--- src/rtl/serial_subtractor_ctrl_pkg.sv ---
// Shared arithmetic package for the serial arithmetic blocks.
// Holds the controller state encodings, the FSM state type built on them,
// and a helper that sizes a bit counter for a given operand width.
package arith_pkg;

  localparam logic [1:0] ST_IDLE = 2'd0;
  localparam logic [1:0] ST_RUN  = 2'd1;
  localparam logic [1:0] ST_DONE = 2'd2;

  typedef enum logic [1:0] {
    IDLE = ST_IDLE,
    RUN  = ST_RUN,
    DONE = ST_DONE
  } state_e;

  // Bits needed to count 0..width-1. Never less than one bit.
  function automatic int CNT_W(input int width);
    return (width <= 2) ? 1 : $clog2(width);
  endfunction

endpackage

--- src/rtl/serial_subtractor_ctrl_if.sv ---
// Handshake/data bundle for the bit-serial subtractor.
//   start, a, b              : request and operands (master -> slave)
//   busy, done, diff,
//   borrow_out               : status and registered result (slave -> master)
interface serial_subtractor_ctrl_if #(
  parameter int WIDTH = 8
);
  logic             start;
  logic [WIDTH-1:0] a;
  logic [WIDTH-1:0] b;
  logic             busy;
  logic             done;
  logic [WIDTH-1:0] diff;
  logic             borrow_out;

  modport master (
    output start, a, b,
    input  busy, done, diff, borrow_out
  );

  modport slave (
    input  start, a, b,
    output busy, done, diff, borrow_out
  );
endinterface

--- src/rtl/serial_subtractor_ctrl_sub_bit_slice.sv ---
// One-bit full subtract slice: d = x - y - bin, with borrow out.
//   x, y : minuend / subtrahend bits
//   bin  : borrow in
//   d    : difference bit
//   bout : borrow out
// Built as two cascaded half subtractors whose borrows are ORed; the two
// borrows can never both be 1, so OR is exact.
module sub_bit_slice (
  input  logic x,
  input  logic y,
  input  logic bin,
  output logic d,
  output logic bout
);
  logic d1, b1, b2;

  assign d1   = x ^ y;
  assign b1   = ~x & y;
  assign d    = d1 ^ bin;
  assign b2   = ~d1 & bin;
  assign bout = b1 | b2;
endmodule

--- src/rtl/serial_subtractor_ctrl.sv ---
// Bit-serial subtract controller: computes a - b over WIDTH cycles, LSB first,
// through a single one-bit subtract slice with the borrow held in a flop.
//   clk, rst          : clock, synchronous active-high reset
//   bus.start         : begin a subtraction (sampled in IDLE or DONE)
//   bus.a, bus.b      : operands, captured on the accepting edge
//   bus.busy          : high while the slice is iterating
//   bus.done          : one-cycle pulse when a new result is registered
//   bus.diff          : registered (a - b) mod 2^WIDTH
//   bus.borrow_out    : registered final borrow (1 when a < b)
module serial_subtractor_ctrl
  import arith_pkg::*;
#(
  parameter int WIDTH = 8
) (
  input  logic                     clk,
  input  logic                     rst,
  serial_subtractor_ctrl_if.slave  bus
);

  localparam int             CW       = CNT_W(WIDTH);
  localparam logic [CW-1:0]  CNT_LAST = CW'(WIDTH - 1);

  state_e           state_q, state_d;
  logic [WIDTH-1:0] sa, sb, sd;
  logic             bor;
  logic [CW-1:0]    cnt;
  logic [WIDTH-1:0] diff_q;
  logic             borrow_q;

  logic             accept;
  logic             running;
  logic             last_bit;
  logic             d_bit, bout_bit;

  sub_bit_slice u_slice (
    .x    (sa[0]),
    .y    (sb[0]),
    .bin  (bor),
    .d    (d_bit),
    .bout (bout_bit)
  );

  always_comb begin
    state_d  = state_q;
    accept   = 1'b0;
    running  = 1'b0;
    last_bit = 1'b0;
    case (state_q)
      IDLE: begin
        if (bus.start) begin
          accept  = 1'b1;
          state_d = RUN;
        end
      end
      RUN: begin
        running = 1'b1;
        if (cnt == CNT_LAST) begin
          last_bit = 1'b1;
          state_d  = DONE;
        end
      end
      DONE: begin
        if (bus.start) begin
          accept  = 1'b1;
          state_d = RUN;
        end else begin
          state_d = IDLE;
        end
      end
      // The unused encoding recovers to IDLE.
      default: state_d = IDLE;
    endcase
  end

  always_ff @(posedge clk) begin
    if (rst) begin
      state_q  <= IDLE;
      sa       <= '0;
      sb       <= '0;
      sd       <= '0;
      bor      <= 1'b0;
      cnt      <= '0;
      diff_q   <= '0;
      borrow_q <= 1'b0;
    end else begin
      state_q <= state_d;
      if (accept) begin
        sa  <= bus.a;
        sb  <= bus.b;
        sd  <= '0;
        bor <= 1'b0;
        cnt <= '0;
      end else if (running) begin
        // New difference bit enters at the MSB so that after WIDTH shifts
        // bit 0 of the result has arrived at sd[0].
        sd  <= {d_bit, sd[WIDTH-1:1]};
        sa  <= sa >> 1;
        sb  <= sb >> 1;
        bor <= bout_bit;
        cnt <= cnt + CW'(1);
      end
      // Result is taken from the shift input, not sd, so it is valid on the
      // same edge that processes the last bit.
      if (last_bit) begin
        diff_q   <= {d_bit, sd[WIDTH-1:1]};
        borrow_q <= bout_bit;
      end
    end
  end

  assign bus.busy       = (state_q == RUN);
  assign bus.done       = (state_q == DONE);
  assign bus.diff       = diff_q;
  assign bus.borrow_out = borrow_q;

endmodule

--- src/flat_wrapper.sv ---
// flat-port wrapper written by rule: the top's interface ports become plain ports
module serial_subtractor_ctrl_flat import arith_pkg::*;
#(
  parameter int WIDTH = 8
)
  (clk, rst, bus_start, bus_a, bus_b, bus_busy, bus_done, bus_diff, bus_borrow_out);
  serial_subtractor_ctrl_if #(.WIDTH(WIDTH)) bus_i ();
  input  logic clk;
  input  logic rst;
  input wire logic [$bits(bus_i.start)-1:0] bus_start;
  input wire logic [$bits(bus_i.a)-1:0] bus_a;
  input wire logic [$bits(bus_i.b)-1:0] bus_b;
  output wire logic [$bits(bus_i.busy)-1:0] bus_busy;
  output wire logic [$bits(bus_i.done)-1:0] bus_done;
  output wire logic [$bits(bus_i.diff)-1:0] bus_diff;
  output wire logic [$bits(bus_i.borrow_out)-1:0] bus_borrow_out;
  assign bus_i.start = bus_start;
  assign bus_i.a = bus_a;
  assign bus_i.b = bus_b;
  assign bus_busy = bus_i.busy;
  assign bus_done = bus_i.done;
  assign bus_diff = bus_i.diff;
  assign bus_borrow_out = bus_i.borrow_out;
  serial_subtractor_ctrl #(.WIDTH(WIDTH)) u_core (.clk(clk), .rst(rst), .bus(bus_i));
endmodule
--- config.mk ---
export PLATFORM = sky130hd
export DESIGN_NAME = serial_subtractor_ctrl_flat
export DESIGN_NICKNAME = d
export VERILOG_FILES = /design/src/rtl/serial_subtractor_ctrl_pkg.sv /design/src/rtl/serial_subtractor_ctrl_if.sv /design/src/rtl/serial_subtractor_ctrl_sub_bit_slice.sv /design/src/rtl/serial_subtractor_ctrl.sv /design/src/flat_wrapper.sv
export SDC_FILE = /design/constraint.sdc
export NUM_CORES = 1
export LEC_CHECK = 0
export ABC_AREA = 1
export CORE_ASPECT_RATIO = 2
export CORE_MARGIN = 2
export CORE_UTILIZATION = 40
export DETAILED_ROUTE_END_ITERATION = 16
export DONT_BUFFER_PORTS = 1
export PLACE_DENSITY = 0.65
export REMOVE_ABC_BUFFERS = 1
export SLEW_MARGIN = 20
export SYNTH_ARGS = -nofsm -noshare
export SYNTH_HDL_FRONTEND = slang
export SYNTH_SLANG_ARGS = --single-unit
--- constraint.sdc ---
create_clock -name clk -period 3.05 [get_ports clk]
set_input_delay 0.61 -clock clk [delete_from_list [all_inputs] [get_ports clk]]
set_output_delay 0.61 -clock clk [all_outputs]
set_load 0.05 [all_outputs]
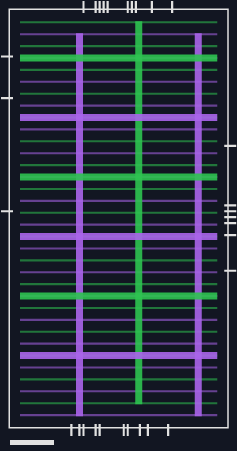
(images/pdn.png)
Bar = 10 microns. Pins as bars on the die edge.
VSS: marked purple. VDD: marked green.
3 straps on met4. 30 signal pins sit on the boundary. 34 met1 rails follow the rows. 6 straps on met5. The core has 33 rows.
die boundary height: 95.3 microns
horizontal extent of the die: 49.6 microns
IR drop worst, VDD: 0.000395 V
placeable core region: 0.00405 sq mm

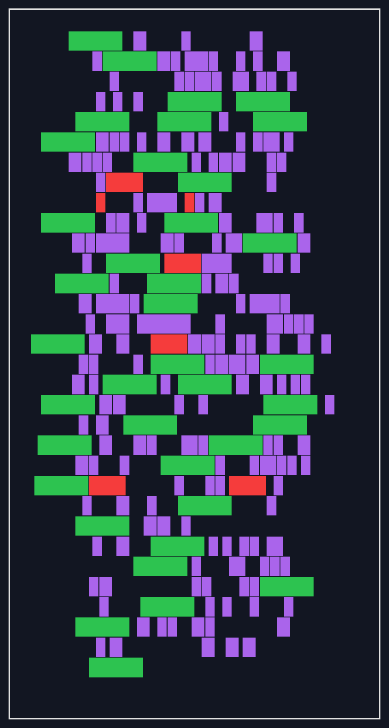
(images/cell_classes.png)
flip-flops: marked green, cells 38, share of their area 45%. clock drivers and dummy loads: marked red, cells 7, share of their area 4.5%. all other logic: marked purple, cells 183, share of their area 50%.
total number of placement rows: 33
sequential fraction of total cell area: 43.6%
cell area after layout: 0.00174 sq mm
Final Core Density: 43.1%

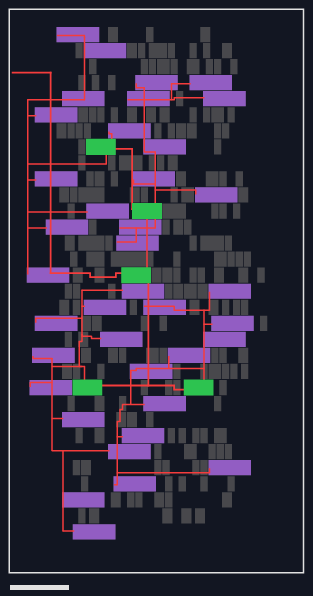
(images/clock_map.png)
Bar = 10 microns.
cells driving clock nets: marked green, count 5. clock wires: marked red, length 475 microns. flip-flops: marked purple, count 38.
There are 6 routed clock nets.
Clk network pwr share: 32.7%
clock group total power: 318 uW
Clk Latency, worst-skew pair: 280 ps
Layout Skew: 4.03 ps

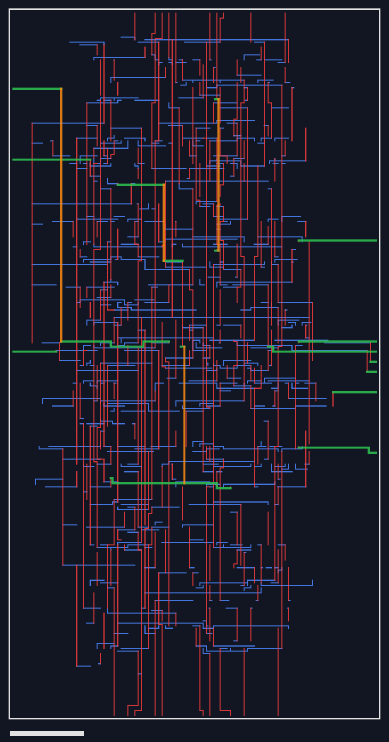
(images/metal_stack.png)
Bar = 10 microns.
met4: marked orange, wire length 83.0 microns. met3: marked green, wire length 120 microns. met1: marked blue, wire length 1,280 microns. met2: marked red, wire length 1,950 microns.

==> results_slide.txt <==
Implementation Results

Die
  • Die Area: 0.00473 sq mm

Critical path
  • Start-to-end type of the worst setup path: reg -> out
  • Arr. time, crit path: between 1000 and 1500 ps
  • Buffers & Inverters on Critical Path: 0
  • Reg2Reg Launch Point: u_core.state_q[0]
  • Critical path origin: u_core.state_q[0]
  • Critical path endpoint category: output port

Power and ir drop
  • Net switching power figure: around 260 uW
  • Net switching share of the total power: approximately a quarter

Flow run
  • Number of warning messages in the logs: 25

Route
  • Highest routed metal layer: met4
  • Met2 wire length: between 1500 and 2000 microns

Clock network
  • Reg clk slew, reported paths: ~70 ps
  • Clock tree sinks: 38

Yosys
  • Share of synthesized registers carrying an async set or reset: 0%
  • Post-synthesis register bit count: 38
  • Cell Area, Synth: about 0.0017 sq mm
  • Share of the synthesized area in the top cell type: between 40% and 50%

STA
  • Relative slew margins: a little over a third
  • Fmax: a little under 500 MHz
  • Unrepaired setup endpoints after global routing: false

Placed design
  • Half-perimeter wire length after placement: 2570 microns
  • RD Place Congestion: between 0.7 and 0.8
  • Instance count after placement with tap cells included: about 270

Finish
  • Layout cells sized above 1: a little under an eighth
  • Non-filler cells in the finished layout: roughly 280
  • Logic share of the area: around two fifths
  • Cell kind with the greatest summed area: sequential cells

Outcome
  • Status: complete, no violations
Power is estimated from default activity; no workload was simulated.
